run_1/registers.png
Drawn at 8 px/um.
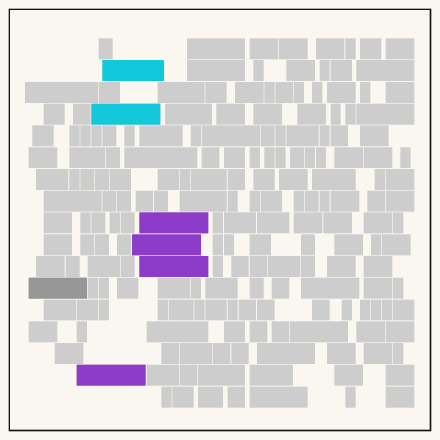
run_1/port_nets.png
Drawn at 8 px/um.
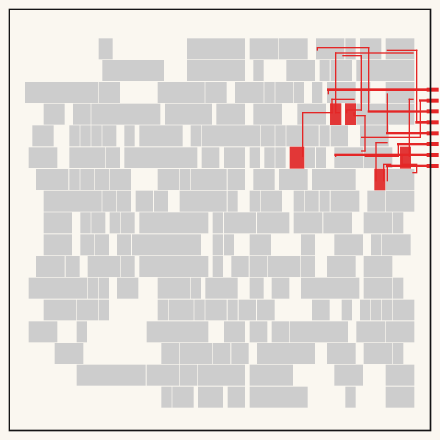
run_1/gate_families.png
Drawn at 10 px/um.
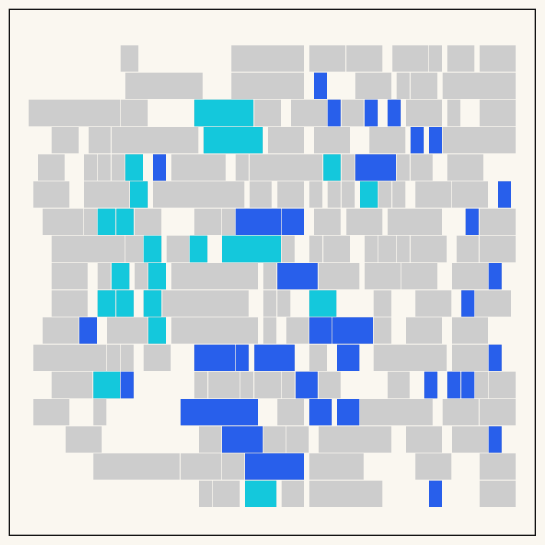
===== config.mk =====
export PLATFORM = sky130hd
export DESIGN_NAME = reg_xfer_sequencer
export DESIGN_NICKNAME = d
export VERILOG_FILES = /design/src/rtl/reg_xfer_sequencer.sv
export SDC_FILE = /design/constraint.sdc
export NUM_CORES = 1
export LEC_CHECK = 0
export ABC_AREA = 1
export CORE_MARGIN = 1.5
export CORE_UTILIZATION = 29
export DETAILED_ROUTE_END_ITERATION = 7
export GPL_TIMING_DRIVEN = 0
export PLACE_DENSITY = 0.83
export SYNTH_ARGS = -nofsm -noshare
export SYNTH_HDL_FRONTEND = slang
export SYNTH_SLANG_ARGS = --single-unit
export TNS_END_PERCENT = 10

===== constraint.sdc =====
create_clock -name clk -period 1.5 [get_ports clk]
set_clock_uncertainty 0.15 [all_clocks]
set_input_delay 0.15 -clock clk [delete_from_list [all_inputs] [get_ports clk]]
set_output_delay 0.15 -clock clk [all_outputs]
set_load 0.1 [all_outputs]

===== src/rtl/reg_xfer_sequencer.sv =====
// Register-transfer / increment-decrement sequencer for the 6502 A/X/Y/SP set.
// One op per handshake: DRIVE selects the bus source, WRITE strobes the destination, FLAGS reports N/Z.
module reg_xfer_sequencer #(
    parameter int unsigned DATA_WIDTH   = 8,
    parameter bit          ILLEGAL_TRAP = 1'b1
) (
    input  logic                  clk,
    input  logic                  reset,
    input  logic                  cmd_valid,
    output logic                  cmd_ready,
    input  logic [3:0]            cmd_op,
    input  logic [DATA_WIDTH-1:0] a_val,
    input  logic [DATA_WIDTH-1:0] x_val,
    input  logic [DATA_WIDTH-1:0] y_val,
    input  logic [DATA_WIDTH-1:0] sp_val,
    output logic [1:0]            bus_sel,
    output logic [3:0]            load_en,
    output logic [3:0]            inc_en,
    output logic [3:0]            dec_en,
    output logic                  flag_we,
    output logic                  flag_n,
    output logic                  flag_z,
    output logic                  done,
    output logic                  err
);

    localparam logic [3:0] OP_NOP = 4'h0;
    localparam logic [3:0] OP_TAX = 4'h1;
    localparam logic [3:0] OP_TAY = 4'h2;
    localparam logic [3:0] OP_TXA = 4'h3;
    localparam logic [3:0] OP_TYA = 4'h4;
    localparam logic [3:0] OP_TSX = 4'h5;
    localparam logic [3:0] OP_TXS = 4'h6;
    localparam logic [3:0] OP_INX = 4'h7;
    localparam logic [3:0] OP_INY = 4'h8;
    localparam logic [3:0] OP_DEX = 4'h9;
    localparam logic [3:0] OP_DEY = 4'hA;

    localparam logic [1:0] R_A  = 2'd0;
    localparam logic [1:0] R_X  = 2'd1;
    localparam logic [1:0] R_Y  = 2'd2;
    localparam logic [1:0] R_SP = 2'd3;

    typedef enum logic [1:0] {
        IDLE  = 2'd0,
        DRIVE = 2'd1,
        WRITE = 2'd2,
        FLAGS = 2'd3
    } state_t;

    state_t                state, state_next;
    logic [3:0]            op_q;
    logic                  err_q;
    logic                  accept;
    logic                  trap;
    logic [1:0]            src;
    logic [1:0]            dst;
    logic                  is_xfer;
    logic                  is_inc;
    logic                  is_dec;
    logic                  sets_flags;
    logic [3:0]            dst_oh;
    logic [DATA_WIDTH-1:0] dst_val;

    assign cmd_ready = (state == IDLE) || (state == FLAGS);
    assign accept    = cmd_valid && ((state == IDLE) || (state == FLAGS));
    assign trap      = ILLEGAL_TRAP && (cmd_op > OP_DEY);
    assign dst_oh    = 4'(1) << dst;
    assign err       = err_q;

    // Undefined codes never reach op_q when trapping; otherwise they decode like NOP.
    always_ff @(posedge clk) begin
        if (reset) begin
            op_q  <= OP_NOP;
            err_q <= 1'b0;
        end else begin
            if (accept && !trap) begin
                op_q <= cmd_op;
            end
            err_q <= accept && trap;
        end
    end

    // Source/destination and action decode of the latched op.
    always_comb begin
        src        = R_A;
        dst        = R_A;
        is_xfer    = 1'b0;
        is_inc     = 1'b0;
        is_dec     = 1'b0;
        sets_flags = 1'b0;
        case (op_q)
            OP_TAX: begin src = R_A;  dst = R_X;  is_xfer = 1'b1; sets_flags = 1'b1; end
            OP_TAY: begin src = R_A;  dst = R_Y;  is_xfer = 1'b1; sets_flags = 1'b1; end
            OP_TXA: begin src = R_X;  dst = R_A;  is_xfer = 1'b1; sets_flags = 1'b1; end
            OP_TYA: begin src = R_Y;  dst = R_A;  is_xfer = 1'b1; sets_flags = 1'b1; end
            OP_TSX: begin src = R_SP; dst = R_X;  is_xfer = 1'b1; sets_flags = 1'b1; end
            OP_TXS: begin src = R_X;  dst = R_SP; is_xfer = 1'b1; end
            OP_INX: begin src = R_X;  dst = R_X;  is_inc  = 1'b1; sets_flags = 1'b1; end
            OP_INY: begin src = R_Y;  dst = R_Y;  is_inc  = 1'b1; sets_flags = 1'b1; end
            OP_DEX: begin src = R_X;  dst = R_X;  is_dec  = 1'b1; sets_flags = 1'b1; end
            OP_DEY: begin src = R_Y;  dst = R_Y;  is_dec  = 1'b1; sets_flags = 1'b1; end
            default: ;
        endcase
    end

    always_comb begin
        case (dst)
            R_A:     dst_val = a_val;
            R_X:     dst_val = x_val;
            R_Y:     dst_val = y_val;
            default: dst_val = sp_val;
        endcase
    end

    always_ff @(posedge clk) begin
        if (reset) begin
            state <= IDLE;
        end else begin
            state <= state_next;
        end
    end

    always_comb begin
        state_next = state;
        bus_sel    = R_A;
        load_en    = 4'b0000;
        inc_en     = 4'b0000;
        dec_en     = 4'b0000;
        flag_we    = 1'b0;
        flag_n     = 1'b0;
        flag_z     = 1'b0;
        done       = 1'b0;
        case (state)
            IDLE: begin
                if (accept) begin
                    state_next = trap ? IDLE : DRIVE;
                end
            end
            DRIVE: begin
                bus_sel    = src;
                state_next = WRITE;
            end
            WRITE: begin
                bus_sel    = src;
                load_en    = is_xfer ? dst_oh : 4'b0000;
                inc_en     = is_inc  ? dst_oh : 4'b0000;
                dec_en     = is_dec  ? dst_oh : 4'b0000;
                state_next = FLAGS;
            end
            FLAGS: begin
                done       = 1'b1;
                flag_we    = sets_flags;
                flag_n     = dst_val[DATA_WIDTH-1];
                flag_z     = (dst_val == '0);
                state_next = (accept && !trap) ? DRIVE : IDLE;
            end
            default: state_next = IDLE;
        endcase
    end

endmodule


==> results.txt, run 1 <==
yosys + openroad results -> status complete, but fails checks, # diodes 0, min Tclk post-route about 1.9 ns, Slew HR around 64%, initial antenna violation count 0, failing checks setup timing, Synth flops 7, Synth cell types 19, Final WS setup -0.361 ns, post-layout period usage 124%, startpoint class of the critical path flop, endpoints failing setup 19, XOR/XNOR Area Share 0%, P per Cell Area 1470 mW/mm2, routed vias between 1000 and 1500, Post-Syn Instances 127, CTS root buffer clkbuf_4, hold buffers post-CTS 0, layout cells sized above 1 between 40% and 50%, area of the core ~0.0023 mm2, Finished Cell Area approximately 0.0017 mm2, Peak VDD IR between 2 and 2.5 mV, vias in the first global route ~1000, GRT Util Overall between 10% and 20%, grt total ovfl 0, Vias/cell a little under 5, clk buf depth 2, max_cap viols 0, Register-to-Register Path Depth 9, part of the power in registers between 10% and 20%, placed insts between 200 and 250, met3 WL 257 um, leakage 0.705 nW, Die Span X around 52 um, r2r endpoint state[0], ANT nets after route 0, Tool Warnings 32, switching portion of total power between 50% and 60%, most numerous logic cells after layout clkdlybuf4s50_1, nor2_1, nand2_1, Hold Fails Final Rpt 0, setup TNS -4.48 ns, routability cong. approximately 0.76, H-tree depth 1
## Picture notes: registers.png
Key: cyan = `state` [sequential cells 2]; purple = `op_q` [sequential cells 4]
Another 1 sequential cells are not coloured.

## Picture notes: port_nets.png
Key: red = `y_val` [direction input, end cells 5, buffers 8, wire 168 um]

## Picture notes: gate_families.png
Key: cyan = inverting AOI/OAI gates [cells 20]; blue = NOR gates [cells 35]

==> run 1: critical path, cell delays in order (launching register included) <==
cell	delay (ns)
dfxtp_4	0.39
inv_2	0.06
nor2_4	0.14
nand2_2	0.11
nand2_4	0.10
nor2_4	0.05
nand3_1	0.07
nand3_2	0.09
nor2_4	0.11
buf_12	0.18
==> run 1: metal layers <==
layer  global-route usage (%)  vias to the layer above
met3                     4.29                        7
met5                        0                        -
li1                         -                      537
met1                     17.5                      476
met2                     41.3                       45
met4                     8.12                        0
==> run 1: flip-flops by register name, indices dropped and copies added (netlist names) <==
register,cells
op_q,4
err,1
state,2
==> run 1: area by class of cell <==
| class | count | area [um2] |
|---|---|---|
| repair buffers | 59 | 686 |
| multi-input cells | 102 | 678 |
| fillers | 173 | 557 |
| flip-flops and latches | 7 | 160 |
| inverters | 17 | 81.3 |
| well taps | 28 | 35.0 |
| plain buffers | 4 | 30.0 |
| clock buffers | 3 | 22.5 |
| clock inverters | 1 | 5.00 |
==> run 1: synthesized netlist by cell type (all sizes together) <==
| library cell | instances | area, um2 |
|---|---|---|
| nor2 | 31 | 124 |
| nand2 | 29 | 114 |
| inv | 17 | 63.8 |
| a21oi | 10 | 50.1 |
| o21ai | 8 | 40.0 |
| dfxtp | 7 | 140 |
| nand3 | 6 | 30.0 |
| buf | 4 | 30.0 |
| ha | 4 | 50.1 |
| nand4 | 4 | 25.0 |
| nor3 | 2 | 10.0 |
| a211oi | 1 | 7.51 |
| conb | 1 | 3.75 |
| nor3b | 1 | 7.51 |
| nor4 | 1 | 6.26 |
| o211ai | 1 | 7.51 |
==> run 1: stage by stage <==
stage	util, %	hold slack, ns	power (W)
after floorplan	-	0.0780	0.00161
after global placement	62.1	0.394	0.00192
after detailed placement	62.1	0.410	0.00196
after CTS	74.3	0.334	0.00245
after global routing	75.3	0.351	0.00265
final	75.3	0.332	0.00250
==> run 1: repair_timing <==
action                                 in CTS  in global routing
pin swaps                                   8                  0
endpoints found under the hold margin       0                  0
buffers inserted                            5                  0
gates resized                             167                  6
setup endpoints to repair                  22                 20
==> run 1: cells by family after synthesis <==
kind of cell | after synthesis
buffers and inverters | 21
AOI/OAI and AO/OA | 20
adders and majority gates | 4
and+or+nand+nor | 74
other | 1
DFF | 7
==> run 1: how the worst min path moves through the flow <==
stage	slack, ns	end	startpoint	depth (start not counted)
finish	0.33	op_q[2]	reset	2
global route	0.35	op_q[2]	reset	2
CTS	0.33	op_q[2]	reset	2
detailed placement	0.41	op_q[0]	op_q[0]	2
global placement	0.39	op_q[0]	op_q[0]	2
floorplan	0.08	err	reset	1
==> run 1: power groups by stage <==
stage	Combinational, W	Clock [W]	Sequential, W
2_1_floorplan	0.00128	0	0.000330
3_3_place_gp	0.00160	0	0.000322
3_5_place_dp	0.00163	0	0.000329
4_1_cts	0.00190	0.000174	0.000371
5_1_grt	0.00207	0.000190	0.000386
6_report	0.00195	0.000176	0.000378
run_1/density.png
Drawn at 6 px/um. The die is cut into 10 by 10 equal tiles; dark purple is low, yellow is high, 0 to 100% covered.
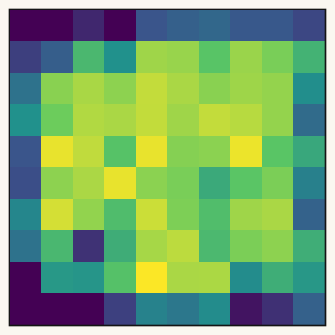

==> inputs of run 2 (changes only) <==
- SETUP_SLACK_MARGIN: default -> 0.4
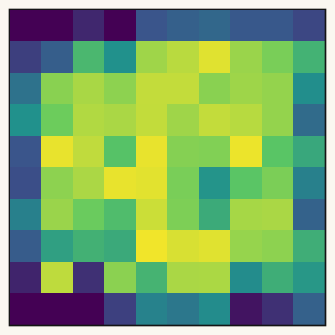
run_2/density.png
Drawn at 6 px/um. The die is cut into 10 by 10 equal tiles; dark purple is low, yellow is high, 0 to 100% covered.
The densest ninth of the die: centre. The fullest tile reaches 98%. 48% of the tiles are over 75% full.
utilization after layout: 76.2%
Initial Util: 31.5%
area of the core: 0.00225 mm2

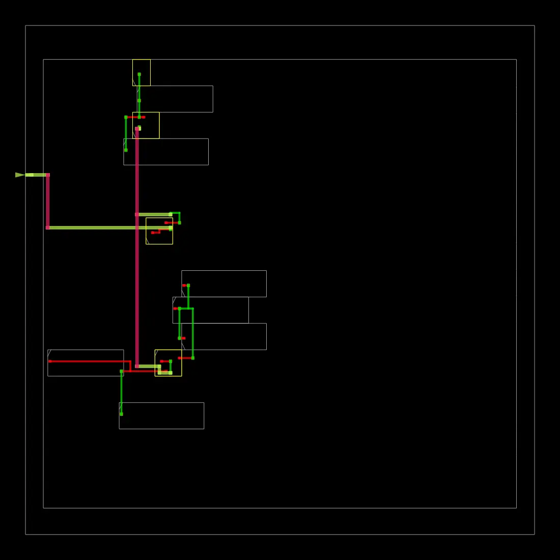
run_2/final_clocks.png
FF+latch count: 7
Clk. pwr: 0.000174 W
Late-Pin Clk Latency: 0.25 ns
clock buffers: 3
clock sinks: 7

==> run 2 against run 1 <==
  * The run still ends with setup timing left
  * Design area up 1.2%
  * Global-route usage up 0.29 points
  * Routed wire length up 1.7%
  * Setup slack worse by 0.0098 ns
  * Clock-buffer cell count unchanged
  * Synthesized cell count unchanged
  * Critical endpoint unchanged
  * Flip-flop count unchanged
  * Clock power about the same
  * Critical path depth unchanged
  * Area after synthesis unchanged
==> results.txt, run 2 <==
yosys + openroad results -> CP most frequent cell nor2_4, top cells by count nor2_1, nand2_1, inv_1, a21oi_1, o21ai_0, GRT Util Overall 20.1% (+0.29 points), leakage 0.713 nW (+1.1%), ANT nets after route 0 (unchanged), slowest stage delay, CP 0.40 ns (about the same), Finished Cell Area 0.00172 mm2 (+1.2%), Tool Warnings 32 (unchanged), max reg flops 4 (unchanged), P per Cell Area 1470 mW/mm2 (-0.25%), failing checks setup timing, Peak VDD IR 2.40 mV (+0.25%), cell with the most instances after synthesis nor2_1, Biggest register op_q, startpoint class of the critical path flop, Synth cell types 19 (unchanged), switching portion of total power 59.2% (-0.40 points), placed insts 212 (unchanged), CTS root buffer clkbuf_4, grt total ovfl 0 (unchanged), H-tree depth 1 (unchanged), most numerous logic cells after layout clkdlybuf4s50_1, nor2_1, nand2_1, slowest CP cell dfxtp_2, clk buf depth 2 (unchanged), vias in the first global route 1063 (+1.6%), initial antenna violation count 0 (unchanged), critical path, cell by cell inv_4, nor2_4, nand2_2, nand2_4, nor2_4, nand3_1, nand3_2, nor2_4, buf_12, Max-area cell share 19.8% (unchanged), part of the power in registers 15.0% (about the same), Vias/cell 4.85 (+0.66%), Final WS setup -0.371 ns (-0.00976 ns), Top area cell types dfxtp_1, nor2_1, nand2_1, status complete, but fails checks, endpoints failing setup 19 (unchanged), layout cells sized above 1 40.9% (+0.52 points), Synth flops 7 (unchanged)
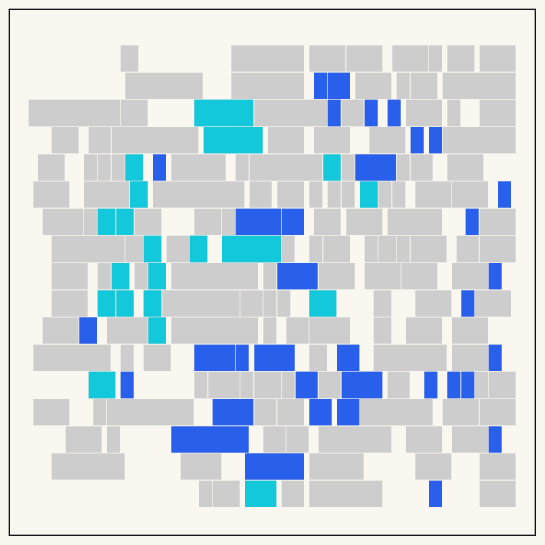
run_2/gate_families.png
Drawn at 10 px/um.
Key: cyan = inverting AOI/OAI gates [cells 20]; blue = NOR gates [cells 35]

run 2: cell counts after synthesis:
No cell type changed its count.
run 2: per-layer routing:
layer	GRT usage, %	wire length (um)	part of all wire [%]	vias up
met3	4.86	289	11	9
met1	17.0	881	33	475
met5	0	0	0	-
li1	-	-	-	535
met2	41.5	1450	54	53
met4	10.3	73	2.7	0
run 2: worst paths after layout:
path	from	end	slack, ns	depth (start not counted)
max reg2reg	state[1]	state[0]	-0.11	9
min reg2reg	op_q[0]	op_q[0]	0.40	2
max	op_q[0]	flag_z	-0.37	9
min	reset	op_q[2]	0.33	2
run 2: critical path, delay by kind of cell, from the launching register on:
| family | cells | cell delay [ns] |
|---|---|---|
| flops | 1 | 0.40 |
| buf+inv | 2 | 0.25 |
| simple gates | 7 | 0.66 |
run 2: area by class of cell:
| class | instances | share of cell area (%) |
|---|---|---|
| multi-input combinational | 102 | 39.5 |
| clock inverter | 1 | 0.291 |
| tap | 28 | 2.04 |
| inverter | 17 | 4.73 |
| timing repair buffer | 59 | 41.2 |
| sequential | 7 | 9.25 |
| buffer | 4 | 1.75 |
| clock buffer | 3 | 1.31 |
run 2: timing repair:
action,4_1_cts,5_1_grt
pin swaps,8,0
setup buffers,5,0
endpoints found under the setup margin,23,22
hold buffers,0,0
resized,177,5
run 2: power by group through the flow:
stage | sequential (W) | clock, W | combinational [W]
global placement | 0.000322 | 0 | 0.00160
floorplan | 0.000330 | 0 | 0.00128
detailed placement | 0.000329 | 0 | 0.00163
finish | 0.000378 | 0.000174 | 0.00197
CTS | 0.000372 | 0.000174 | 0.00193
global route | 0.000385 | 0.000187 | 0.00210
run 2: stage by stage:
step / setup WS [ns] / total power (W) / util, % / hold slack, ns
finish: -0.371 / 0.00253 / 76.2 / 0.333
global route: -0.437 / 0.00267 / 76.2 / 0.348
CTS: -0.336 / 0.00247 / 75.2 / 0.334
detailed placement: -1.23 / 0.00196 / 62.1 / 0.410
global placement: -1.22 / 0.00192 / 62.1 / 0.394
floorplan: -0.660 / 0.00161 / - / 0.0780
run 2: logic make-up after synthesis:
group | Yosys count | share of synthesized area [%]
buf+inv | 21 | 13.2
compound gates | 20 | 14.8
other cells | 1 | 0.529
simple gates | 74 | 44.6
fa+ha+maj | 4 | 7.05
flops | 7 | 19.8
==> inputs of run 3 (changes only) <==
- ABC_AREA: 1 -> default
- CORE_UTILIZATION: 29 -> 32
- PLACE_DENSITY: 0.83 -> 0.86
- TNS_END_PERCENT: 10 -> default
- clock period: 1.5 -> 1.85 ns (I/O delays scaled with it)
==> run 3 against run 2 <==
  * The run now fails in 5_1_grt
  * Synthesized cell count fell by 21%
  * Area after synthesis rose by 1.4%
==> results.txt, run 3 <==
run metrics: Setup WS pre-CTS -1.08 ns (+0.158 ns), Synth cell types 34 (+15), Initial Util 35.2% (+3.8 points), PortBufs ~54, Log Error [ERROR DPL-0038] Utilization greater than 100%, impossible to legalize, Synth flops 7 (unchanged), H-tree depth 1 (unchanged), Stop stage 5_1_grt, status stopped before the end, clock sinks 7 (unchanged), CTS root buffer clkbuf_4, routability cong. 0.858, Max-area cell share 19.5% (-0.27 points), top cells by count nor2_1, nor4_1, a21oi_1, dfxtp_1, inv_1, clk buf depth 2 (unchanged), Yosys Warn Count 0, hold buffers post-CTS 0 (unchanged), row count 16, cell with the most instances after synthesis nor2_1, Top area cell types dfxtp_1, nor2_1, ha_1
-- run 3: kinds of logic after synthesis --
group / Yosys count / synth area share, %
AND/OR/NAND/NOR: 47 / 35.5
AND-OR/OR-AND: 23 / 22.1
other: 1 / 0.521
multiplexers: 2 / 2.78
flip-flops: 7 / 19.5
adder cells (fa/ha/maj): 4 / 6.96
buffers and inverters: 16 / 12.7
-- run 3: per-stage QoR --
step                      area, um2  instances
after global placement         1570        184
after CTS                      1960        202
after floorplan                 996        103
after detailed placement       1570        184
-- run 3: repair_timing --
item,4_1_cts
endpoints found under the setup margin,21
hold endpoints to repair,0
buffers inserted,14
pin swaps,18
resized,163
gates cloned,0
==> inputs of run 4 (changes only) <==
- CORE_AREA: default -> 2 2 63 65
- CORE_MARGIN: 1.5 -> default
- CORE_UTILIZATION: 32 -> default
- DIE_AREA: default -> 0 0 65 67
- PLACE_DENSITY: 0.86 -> default
- PLACE_DENSITY_LB_ADDON: default -> 0.15
- SETUP_SLACK_MARGIN: 0.4 -> default
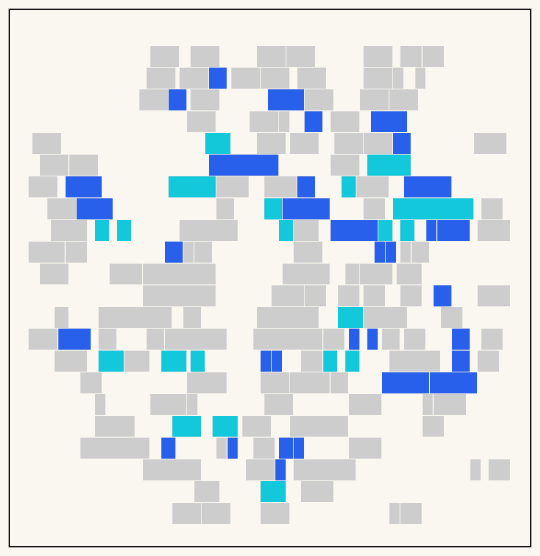
run_4/gate_families.png
Drawn at 8 px/um.
Key: blue = NOR gates [cells 33]; cyan = inverting AOI/OAI gates [cells 20]

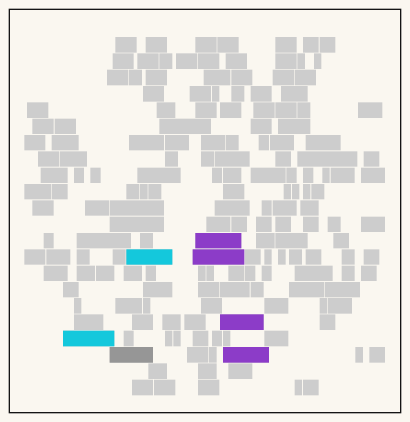
run_4/registers.png
Drawn at 6 px/um.
Key: cyan = `state` [sequential cells 2]; purple = `op_q` [sequential cells 4]
Another 1 sequential cells are not coloured.
Seq area share: 8.79%
sequential power: 0.000248 W
register area: 151 um2

==> run 4 against run 3 <==
  * The run now ends with setup timing left
  * Area after synthesis is the same
  * Synthesized cell count is the same
==> results.txt, run 4 <==
yosys + openroad results -> Vias/cell roughly 4.4, cell with the most instances after synthesis nor2_1, routability cong. 0.710 (-17%), placed insts 205 (+11%), row count 22 (+6), TritonCTS Buffers 3, main flop type dfxtp_1, Initial Util 20.0% (-15 points), ys cells around 100, Top delay family on crit path simple AND/OR/NAND/NOR gates, layout cells sized above 1 46.2%, top cells by count nor2_1, nor4_1, a21oi_1, dfxtp_1, inv_1, hold buffers post-CTS 0 (unchanged), Top area cell types dfxtp_1, nor2_1, ha_1, failing checks setup timing, Post-synth ARST share 0%, part of the power in registers roughly 15%, largest net degree at the start of global routing 11, EDFF count, synth 0, most numerous logic cells after layout clkdlybuf4s50_1, buf_4, buf_6, routed vias ~970, Yosys Warn Count 0 (unchanged), fmax 508 MHz, Die Span X between 60 and 70 um, PortBufs 54 (unchanged), CTS root buffer clkbuf_8, Late-Pin Clk Latency around 0.22 ns, Final WS setup -0.119 ns, Synth cell types 34 (unchanged), Die ar. between 0.004 and 0.005 mm2, Max-area cell share 19.5% (unchanged), Peak VDD IR between 1 and 1.5 mV, endpoints failing setup 3, H-tree depth 1 (unchanged), clk buf depth 2 (unchanged), status complete, but fails checks, CP arrival 1.63 ns, clock sinks 7 (unchanged)
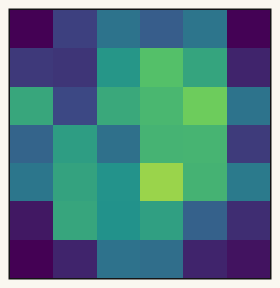
run_4/density.png
Drawn at 4 px/um. The die is cut into 6 by 7 equal tiles; dark purple is low, yellow is high, 0 to 100% covered.
The emptiest ninth of the die: upper left. The mean over all tiles is 38%. 7.1% of the tiles are nearly empty. The fullest tile reaches 84%. The densest ninth of the die: centre.

## run 4: cell counts after synthesis
No cell type changed its count.
## run 4: routing by layer
metal | vias to the layer above | global-route usage, % | share of wire, % | wire (um)
met2 | 27 | 23.5 | 55 | 1430
met1 | 447 | 14.8 | 40 | 1050
li1 | 497 | - | - | -
met5 | - | 0 | 0 | 0
met3 | 2 | 4.05 | 4.6 | 120
met4 | 0 | 1.60 | 0.57 | 15
## run 4: kinds of logic after synthesis
kind of cell / after synthesis / share of synthesized area (%)
AND/OR/NAND/NOR: 47 / 35.5
AND-OR/OR-AND: 23 / 22.1
buffers and inverters: 16 / 12.7
flip-flops: 7 / 19.5
adder cells (fa/ha/maj): 4 / 6.96
multiplexers: 2 / 2.78
other: 1 / 0.521
## run 4: power by group through the flow
stage | sequential (W) | clock [W] | combinational (W)
after detailed placement | 0.000248 | 0 | 0.00111
after global routing | 0.000253 | 0.000231 | 0.00129
after CTS | 0.000248 | 0.000220 | 0.00118
after floorplan | 0.000256 | 0 | 0.000851
final | 0.000248 | 0.000213 | 0.00119
after global placement | 0.000247 | 0 | 0.00110
## run 4: metrics by stage
stage	instance area [um2]	utilization [%]	worst slack, ns	power, W	setup TNS (ns)
final	1720	47.8	-0.119	0.00165	-0.228
after global routing	1720	47.8	-0.207	0.00177	-0.472
after CTS	1670	46.3	-0.127	0.00165	-0.257
after detailed placement	1540	42.6	-1.09	0.00136	-8.38
after global placement	1540	42.6	-1.03	0.00134	-8.13
after floorplan	937	-	-0.430	0.00111	-1.13
## run 4: timing repair
action	CTS	global route
pin swaps	7	4
gates resized	99	15
setup endpoints to repair	16	13
cloned	1	0
setup buffers	9	0
## run 4: layout make-up
class / count / area [um2] / area share [%]
Sequential cell: 7 / 151 / 8.79
Buffer: 8 / 78.8 / 4.58
Inverter: 8 / 41.3 / 2.40
Multi-Input combinational cell: 80 / 723 / 42.0
Timing Repair Buffer: 64 / 623 / 36.2
Tap cell: 48 / 60.1 / 3.49
Clock buffer: 4 / 45.0 / 2.61
## run 4: path summary, 6_finish.rpt
kind	startpoint	end	slack [ns]	depth (start not counted)
worst max-delay path	op_q[2]	flag_z	-0.12	6
worst min-delay path	state[0]	state[0]	0.41	2
worst max register to register	state[1]	op_q[1]	0.16	6
worst min register to register	state[0]	state[0]	0.41	2
## run 4: worst reg2reg max path: cells and delay by family, from the launching register on
kind | cells | cell delay, ns
simple gates | 2 | 0.28
flops | 1 | 0.38
mux | 1 | 0.21
compound gates | 1 | 0.23
fa+ha+maj | 1 | 0.25
buf+inv | 1 | 0.06
Power and IR drop assume default switching activity.
